Fig. 1: run 1, clock routing
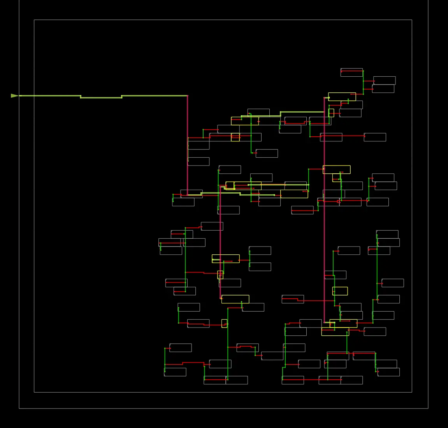
Fig. 2: run 1, metal 1
Supply wires on this layer in grey.
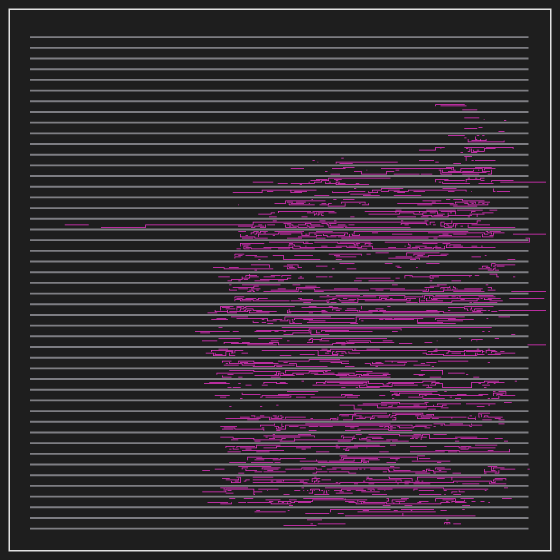
Fig. 3: run 1, floorplan with the power grid
Pins as bars on the die edge.
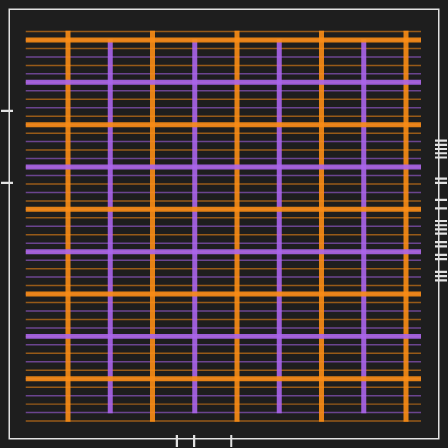
Fig. 4: run 1, sequential cells grouped by signal name
Other sequential cells in the stronger grey, the rest of the logic in the fainter grey.
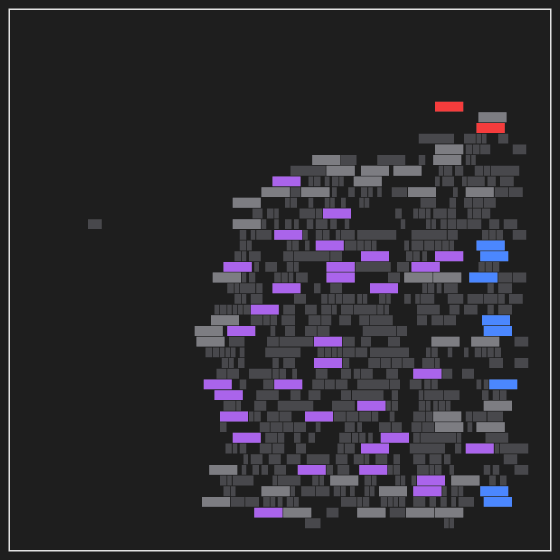
**config.mk**
```make
export PLATFORM = sky130hd
export DESIGN_NAME = eth_fcs_insert
export DESIGN_NICKNAME = d
export VERILOG_FILES = /design/src/rtl/eth_fcs_insert.sv
export SDC_FILE = /design/constraint.sdc
export NUM_CORES = 1
export LEC_CHECK = 0
export CAP_MARGIN = 20
export CORE_MARGIN = 5
export CORE_UTILIZATION = 25
export CTS_CLUSTER_SIZE = 16
export DETAILED_ROUTE_END_ITERATION = 10
export HOLD_SLACK_MARGIN = 0.03
export SYNTH_ARGS = -nofsm -noshare
export SYNTH_HDL_FRONTEND = slang
export SYNTH_HIERARCHICAL = 1
export SYNTH_SLANG_ARGS = --single-unit
```
**constraint.sdc**
```tcl
create_clock -name i_clk -period 2.7 [get_ports i_clk]
set_input_delay 0.54 -clock i_clk [delete_from_list [all_inputs] [get_ports i_clk]]
set_output_delay 0.54 -clock i_clk [all_outputs]
set_load 0.05 [all_outputs]
```
**src/rtl/eth_fcs_insert.sv**
```systemverilog
// Byte-wide Ethernet TX FCS inserter: forwards the frame, then appends the CRC-32 FCS LSB-first.
// Optional zero padding to MIN_FRAME_BYTES is built only when ETH_FCS_PAD_EN is defined.

module crc32 (
  input  logic [7:0]  i_byte,
  input  logic [31:0] i_crc_state,
  output logic [31:0] o_crc_state,
  output logic [31:0] o_crc_out
);

  // One LUT entry for the reflected polynomial 0xEDB88320, generated by shifting the index 8 times.
  function automatic logic [31:0] lut_entry(input logic [7:0] idx);
    logic [31:0] c;
    c = {24'd0, idx};
    for (int k = 0; k < 8; k++) begin
      c = c[0] ? ((c >> 1) ^ 32'hEDB8_8320) : (c >> 1);
    end
    return c;
  endfunction

  assign o_crc_state = (i_crc_state >> 8) ^ lut_entry(i_crc_state[7:0] ^ i_byte);
  assign o_crc_out   = ~o_crc_state;

endmodule

module eth_fcs_insert #(
  parameter int DATA_WIDTH      = 8,
  parameter int MIN_FRAME_BYTES = 60
) (
  input  logic                  i_clk,
  input  logic                  i_reset_n,
  input  logic [DATA_WIDTH-1:0] s_axis_tdata,
  input  logic                  s_axis_tvalid,
  input  logic                  s_axis_tlast,
  output logic                  s_axis_tready,
  output logic [DATA_WIDTH-1:0] m_axis_tdata,
  output logic                  m_axis_tvalid,
  output logic                  m_axis_tlast,
  input  logic                  m_axis_tready,
  output logic                  o_busy
);

  localparam int CNT_W = $clog2(MIN_FRAME_BYTES + 1);
  localparam logic [CNT_W-1:0] MIN_CNT = CNT_W'(MIN_FRAME_BYTES);

  typedef enum logic [1:0] {
    IDLE = 2'd0,
    DATA = 2'd1,
    PAD  = 2'd2,
    FCS  = 2'd3
  } state_t;

  state_t           state;
  logic [31:0]      crc_state;
  logic [31:0]      fcs_reg;
  logic [1:0]       fcs_idx;
  logic [CNT_W-1:0] byte_cnt;

  logic             out_free;
  logic             accept;
  logic [7:0]       crc_byte;
  logic [31:0]      crc_next;
  logic [31:0]      crc_out;
  logic [CNT_W-1:0] cnt_inc;
  logic [7:0]       fcs_byte;

  assign out_free      = !m_axis_tvalid || m_axis_tready;
  assign s_axis_tready = i_reset_n && ((state == IDLE) || (state == DATA)) && out_free;
  assign accept        = s_axis_tvalid && s_axis_tready;
  assign o_busy        = (state != IDLE) || m_axis_tvalid;

  // Counter saturates so that long frames never wrap back under the minimum.
  assign cnt_inc  = (byte_cnt == MIN_CNT) ? byte_cnt : byte_cnt + 1'b1;
  assign fcs_byte = fcs_reg[{fcs_idx, 3'b000} +: 8];

`ifdef ETH_FCS_PAD_EN
  assign crc_byte = (state == PAD) ? 8'h00 : s_axis_tdata;
`else
  assign crc_byte = s_axis_tdata;
`endif

  crc32 u_crc32 (
    .i_byte      (crc_byte),
    .i_crc_state (crc_state),
    .o_crc_state (crc_next),
    .o_crc_out   (crc_out)
  );

  // NOTE: all state below is updated with non-blocking assignments so every register samples pre-edge values.
  always_ff @(posedge i_clk) begin
    if (!i_reset_n) begin
      state         <= IDLE;
      crc_state     <= 32'hFFFF_FFFF;
      fcs_reg       <= '0;
      fcs_idx       <= '0;
      byte_cnt      <= '0;
      m_axis_tdata  <= '0;
      m_axis_tvalid <= 1'b0;
      m_axis_tlast  <= 1'b0;
    end else begin
      // A consumed beat empties the output register unless a new one is loaded below.
      if (out_free) begin
        m_axis_tvalid <= 1'b0;
        m_axis_tlast  <= 1'b0;
      end

      case (state)
        IDLE, DATA: begin
          if (accept) begin
            m_axis_tdata  <= s_axis_tdata;
            m_axis_tvalid <= 1'b1;
            m_axis_tlast  <= 1'b0;
            crc_state     <= crc_next;
            byte_cnt      <= cnt_inc;
            if (s_axis_tlast) begin
`ifdef ETH_FCS_PAD_EN
              if (cnt_inc < MIN_CNT) begin
                state <= PAD;
              end else begin
                fcs_reg   <= crc_out;
                crc_state <= 32'hFFFF_FFFF;
                state     <= FCS;
              end
`else
              fcs_reg   <= crc_out;
              crc_state <= 32'hFFFF_FFFF;
              state     <= FCS;
`endif
            end else begin
              state <= DATA;
            end
          end
        end

`ifdef ETH_FCS_PAD_EN
        PAD: begin
          if (out_free) begin
            m_axis_tdata  <= 8'h00;
            m_axis_tvalid <= 1'b1;
            m_axis_tlast  <= 1'b0;
            crc_state     <= crc_next;
            byte_cnt      <= cnt_inc;
            if (cnt_inc == MIN_CNT) begin
              fcs_reg   <= crc_out;
              crc_state <= 32'hFFFF_FFFF;
              state     <= FCS;
            end
          end
        end
`endif

        FCS: begin
          if (out_free) begin
            m_axis_tdata  <= fcs_byte;
            m_axis_tvalid <= 1'b1;
            m_axis_tlast  <= (fcs_idx == 2'd3);
            fcs_idx       <= fcs_idx + 2'd1;
            if (fcs_idx == 2'd3) begin
              state    <= IDLE;
              byte_cnt <= '0;
            end
          end
        end

        default: state <= IDLE;
      endcase
    end
  end

endmodule

```
==> results_dict.tcl, run 1 <==
# collected from the flow reports
set metrics [dict create \
    p_seq_share_pct 36.6 \
    rr_worst_depth 6 \
    viasPerCell 4.43 \
    synth-async-reset-ratio_pct 0 \
    criticalPathCategory "in -> reg" \
    maxCapViolations 0 \
    ff_type "dfxtp_1" \
    powerDensity_mw_per_mm2 731 \
    end_kind "flop" \
    wl_met1_mm 4.82 \
    grt-ovfl-total 0 \
    fp_nets 486 \
    ys_chip_area_mm2 0.00406 \
    enable_flop_cells 0 \
    post-cts-setup-buffers 0 \
    peakVddDrop_mv 0.370 \
    setup_violations 0 \
    nets 523 \
    h-tree-depth 3 \
    warnings 26 \
    crit_fanout 3 \
    final_area_mm2 0.00495 \
    grt_use_met2_pct 18.6 \
    yosysWarningCount 6 \
    comb_area_mm2 0.00225 \
    relSlewSlack_pct 42.3 \
    grt_use_total_pct 11.5 \
    fin_hold_ws_ns 0.446 \
    placed_cells 714 \
    crit_start "s_axis_tdata[0]" \
    ant_nets 0 \
    antenna_found_initial 0 \
    io-pin-count 25 \
    avgSynthCellArea_um2 8.61 \
    crit_required_ns 2.89 \
    start_kind "input pin" \
    cts_tree "built" \
    fin_skew_ns 0.00692 \
    placedInstanceArea_mm2 0.00467 \
    worst_pin_slew_ns 0.862 \
    syn_area_mm2 0.00406 \
    p_comb_share_pct 32.8 \
    clk_path_buf_depth 2 \
    status "finished, final reports clean" \
    yosysSeqAreaShare_pct 38.4 \
    switching_share_pct 31.8 \
    final_util_pct 31.2 \
    worstHoldPathType "reg -> reg" \
    fp_util_pct 25.6 \
    die_area_mm2 0.0189 \
    synth.distinct_cells 35 \
    final_cell_count_no_fill 730 \
    hold_violations 0 \
    fin_crit_ns 2.44 \
    grt_pass1_wl_mm 16.9 \
    use_met3_pct 2.78 \
    core_mm2 0.0159 \
    clock_latency_ns 0.34 \
    rrSetupSlack_ns 0.58 \
    p_sw_mw 1.15 \
    highest_layer "met4" \
    r2r-end "crc_state[25]$_SDFFE_PN1P_" \
    drc_errors 0 \
    met3WireLength_um 493 \
    gp_congestion 0.851 \
    rows 46 \
    final-max-slew-violation-count 0 \
]
Notes on Fig. 1 above:
CTS sink cnt: 78
TritonCTS buffer count: 9

Notes on Fig. 2 above:
The longest straight run is 53.4 um. The wires run mostly horizontal. The layer holds 47% of the routed length. The layer carries 4,820 um of wire. 500 nets have wire on it.
final wirelength: 10.3 mm
vias: 3,236
GR Util met1: 14.9%

Notes on Fig. 3 above:
Key: VDD = purple; VSS = orange
9 straps on met4. The core has 46 rows. 25 signal pins sit on the boundary. 47 met1 rails follow the rows. 9 straps on met5.
Die Ht: 137 um
die width: 137 um

Notes on Fig. 4 above:
Key: fcs_idx = red [flops 2]; m_axis_tdata = blue [flops 8]; crc_state = purple [flops 32]
FF+latch area: 0.00156 mm^2
P_seq: 1.33 mW
Seq area share: 31.6%

run 1: cells in the final DEF (no fill, tap or decap), drive strengths merged:
master	instances
nor3	33
nor2	38
xor2	31
or3	1
nand3	2
a31oi	2
buf	35
nand3b	1
and4	1
a2bb2oi	1
nor2b	2
a22oi	1
o21ai	73
clkbuf	10
nand2b	1
ha	1
nand2	66
clkinvlp	3
clkdlybuf4s50	22
a222oi	8
dfxtp	78
mux2	16
xnor2	49
a21oi	11
clkinv	3
xnor3	4
and3	2
inv	19
run 1: synthesized netlist by cell type (6+ instances only):
cell      instances  area [um^2]
a21oi_1          10         50.1
a222oi_1          8         80.1
buf_2             8         40.0
buf_4             6         45.0
clkbuf_1         14         52.6
dfxtp_1          78         1560
inv_1            19         71.3
mux2_2           15          169
nand2_1          65          244
nor2_1           38          143
nor3_1           33          165
o21ai_0          11         55.1
o21ai_1          62          310
xnor2_1          40          350
xnor2_2           9          146
xor2_1           29          254
run 1: through the flow:
| stage | worst slack [ns] | power, mW |
|---|---|---|
| 2_1_floorplan | 0.259 | 2.16 |
| 6_report | 0.256 | 3.62 |
| 5_1_grt | 0.121 | 3.81 |
| 3_3_place_gp | -0.0535 | 2.52 |
| 4_1_cts | 0.264 | 3.65 |
| 3_5_place_dp | -0.0785 | 2.53 |
run 1: power by group through the flow:
stage	Combinational, mW	Clock, mW	Sequential (mW)
global route	1.29	1.18	1.34
detailed placement	1.18	0	1.35
CTS	1.19	1.13	1.33
global placement	1.17	0	1.35
floorplan	0.792	0	1.37
finish	1.19	1.11	1.33
run 1: critical path: stages:
cell and delay [ns]:
clkdlybuf4s50_1 0.51, xor2_1 0.30, xnor3_1 0.54, xnor2_2 0.28, xor2_1 0.11, nor3_1 0.27, o21ai_1 0.10
run 1: cells by family (layout without fill, tap and decap cells):
family,Yosys count,count (layout),synth area share (%)
and+or+nand+nor,147,147,15.3
AOI/OAI and AO/OA,96,96,13.1
xor gates and xnor gates,84,84,22.1
DFF,78,78,38.4
buffers and inverters,50,92,6.19
muxes,16,16,4.53
adders and majority gates,1,1,0.308
run 1: cell type report:
cell class	instances	share of cell area [%]
Multi-Input combinational cell	344	45.5
Clock buffer	10	4.83
Tap cell	216	5.46
Inverter	19	1.44
Clock inverter	6	0.759
Sequential cell	78	31.6
Timing Repair Buffer	57	10.5
run 1: worst min-delay path by stage:
stage	to	depth (start not counted)	start	slack (ns)
2_1_floorplan	fcs_reg[10]$_SDFFE_PN0P_	2	fcs_reg[10]$_SDFFE_PN0P_	0.42
6_report	fcs_reg[20]$_SDFFE_PN0P_	2	fcs_reg[20]$_SDFFE_PN0P_	0.45
3_5_place_dp	fcs_reg[2]$_SDFFE_PN0P_	2	fcs_reg[2]$_SDFFE_PN0P_	0.44
5_1_grt	fcs_reg[11]$_SDFFE_PN0P_	2	fcs_reg[11]$_SDFFE_PN0P_	0.47
3_3_place_gp	fcs_reg[10]$_SDFFE_PN0P_	2	fcs_reg[10]$_SDFFE_PN0P_	0.43
4_1_cts	fcs_reg[2]$_SDFFE_PN0P_	2	fcs_reg[2]$_SDFFE_PN0P_	0.45
==> inputs of run 2 (changes only) <==
Settings changed: RECOVER_POWER from default to 25.
Fig. 5: run 2, floorplan with the power grid
Pins as bars on the die edge.
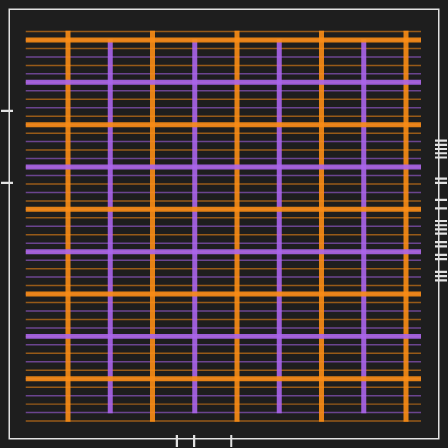
Key: VDD = purple; VSS = orange
9 straps on met5. 47 met1 rails follow the rows. 25 signal pins sit on the boundary.
maximum vdd drop: 0.369 mV
Core ar.: 0.0159 mm^2

==> run 2 against run 1 <==
Compared with the run above:
- die area did not move
- area after synthesis unchanged
- clock skew up 0.00096 ns
- flip-flop count is the same
- maximum frequency shrank 1.1%
- count of clock-buffer cells in the layout did not move
- setup slack got worse by 0.027 ns
- critical path depth is the same
- critical endpoint unchanged
==> results_dict.tcl, run 2 <==
# collected from the flow reports
set metrics [dict create \
    criticalPathCategory "in -> reg" \
    rrSetupSlack_ns 0.46 \
    crit_required_ns 2.89 \
    cpMostUsedCell "xor2_1" \
    synth.distinct_cells 35 \
    final-max-slew-violation-count 0 \
    grt_max_degree 64 \
    avgSynthCellArea_um2 8.61 \
    fp_util_pct 25.6 \
    gp_congestion 0.851 \
    ff_latch_area_mm2 0.00156 \
    fp_nets 486 \
    mostFrequentLayoutCells "dfxtp_1 (78), nand2_1 (66), o21ai_1 (54), xnor2_1 (40), nor2_1 (38)" \
    worst_pin_slew_ns 0.862 \
    die_area_mm2 0.0189 \
    drc_errors 0 \
    enable_flop_cells 0 \
    warnings 26 \
    synth.top_cell.area_share_pct 38.4 \
    worstHoldPathType "reg -> reg" \
    ys_top_cells_by_count "dfxtp_1 (78), nand2_1 (65), o21ai_1 (62)" \
    crit_fanout 3 \
    powerDensity_mw_per_mm2 734 \
    placedInstanceArea_mm2 0.00467 \
    syn2layout_area_growth_pct 21.3 \
    cts.sinks 78 \
    fin_hold_ws_ns 0.446 \
    nets 523 \
    grt_use_total_pct 11.5 \
    chipWidth_um 137 \
    end_kind "flop" \
    rows 46 \
    fin_skew_ns 0.00788 \
    fin_crit_ns 2.47 \
    top_area_cell "dfxtp_1" \
    postRouteWirelength_mm 10.3 \
    cts_tree "built" \
    cp_slowest_stage_delay_ns 0.54 \
    maxCapViolations 0 \
    comb_area_mm2 0.00225 \
    grt-ovfl-total 0 \
    top_cells_by_area "dfxtp_1 (38%), xnor2_1 (8.6%), o21ai_1 (7.6%)" \
    crit_chain "clkdlybuf4s50_1, xor2_1, xnor3_1, xnor2_2, xor2_1, nor3_1, o21ai_1" \
    synth_flops 78 \
    ys_chip_area_mm2 0.00406 \
    cts_inserted_buffers 9 \
    die_y_um 137 \
    clk_path_buf_depth 2 \
    syn_area_mm2 0.00406 \
    yosysWarningCount 6 \
    vias 3254 \
    synth-async-reset-ratio_pct 0 \
    post-cts-setup-buffers 0 \
    final_area_mm2 0.00493 \
    crit_path_top_delay_cell "xnor3_1" \
    antenna_found_initial 0 \
    setup_violations 0 \
    ff_type "dfxtp_1" \
    hold_violations 0 \
    relSlewSlack_pct 42.3 \
    io-pin-count 25 \
    viasPerCell 4.46 \
    status "finished, final reports clean" \
    start_kind "input pin" \
    yosysSeqAreaShare_pct 38.4 \
]
Fig. 6: run 2, gate families picked out
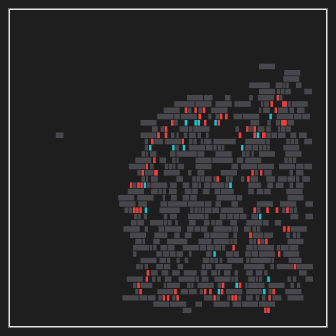
Key: nand cells = red [cells 70, most used nand2_1]; inv cells = cyan [cells 19, most used inv_1]
most frequent logic cell in the layout: dfxtp_1
Comb area share: 45.6%
Cell Count, Final, Fillers Out: 730

## run 2: cell counts after synthesis
No cell type changed its count.
## run 2: kinds of logic after synthesis
kind of cell,after synthesis,synth area share (%)
flip-flops,78,38.4
XOR/XNOR,84,22.1
AND-OR/OR-AND,96,13.1
multiplexers,16,4.53
buffers and inverters,50,6.19
AND/OR/NAND/NOR,147,15.3
adder cells (fa/ha/maj),1,0.308
## run 2: critical path, delay by kind of cell
family | cells | cell delay (ns)
compound gates | 1 | 0.10
simple gates | 1 | 0.28
buf+inv | 1 | 0.51
xor+xnor | 4 | 1.23
## run 2: layout make-up
| type | count | share of cell area (%) |
|---|---|---|
| clock buffers | 10 | 4.85 |
| clock inverters | 6 | 0.761 |
| inverters | 19 | 1.45 |
| multi-input cells | 344 | 45.6 |
| flip-flops and latches | 78 | 31.7 |
| well taps | 216 | 5.48 |
| repair buffers | 57 | 10.2 |
## run 2: routing by layer
layer | part of all wire, % | wire (um) | GRT usage, % | vias to the layer above
li1 | - | - | - | 1646
met1 | 46 | 4770 | 14.9 | 1511
met2 | 47 | 4810 | 18.6 | 85
met3 | 4.9 | 505 | 2.78 | 12
met4 | 2.0 | 202 | 4.38 | 0
met5 | 0 | 0 | 0 | -
## run 2: worst paths after layout
kind	cells past startpoint	end	from
hold reg to reg	2	fcs_reg[19]$_SDFFE_PN0P_	fcs_reg[19]$_SDFFE_PN0P_
hold / removal	2	fcs_reg[19]$_SDFFE_PN0P_	fcs_reg[19]$_SDFFE_PN0P_
setup / recovery	7	crc_state[25]$_SDFFE_PN1P_	s_axis_tdata[0]
setup reg to reg	4	m_axis_tdata[5]$_SDFFE_PN0P_	state[1]$_SDFFE_PN0P_
## run 2: metrics by stage
step | setup slack (ns) | util [%] | instances | TNS (ns) | total power, mW
final | 0.229 | 31.0 | 730 | 0 | 3.62
after global placement | -0.0535 | 29.4 | 714 | -0.0535 | 2.52
after CTS | 0.264 | 31.2 | 730 | 0 | 3.65
after detailed placement | -0.0785 | 29.4 | 714 | -0.125 | 2.53
after floorplan | 0.259 | - | 472 | 0 | 2.16
after global routing | 0.0938 | 31.0 | 730 | 0 | 3.80
## run 2: where the power goes
part,leakage [nW],internal [mW],switching (mW),total [mW]
registers,0.638,1.26,0.0647,1.33
clock network,0.130,0.641,0.466,1.11
logic,1.11,0.564,0.621,1.18
total,1.88,2.47,1.15,3.62
Power and IR drop assume default switching activity.
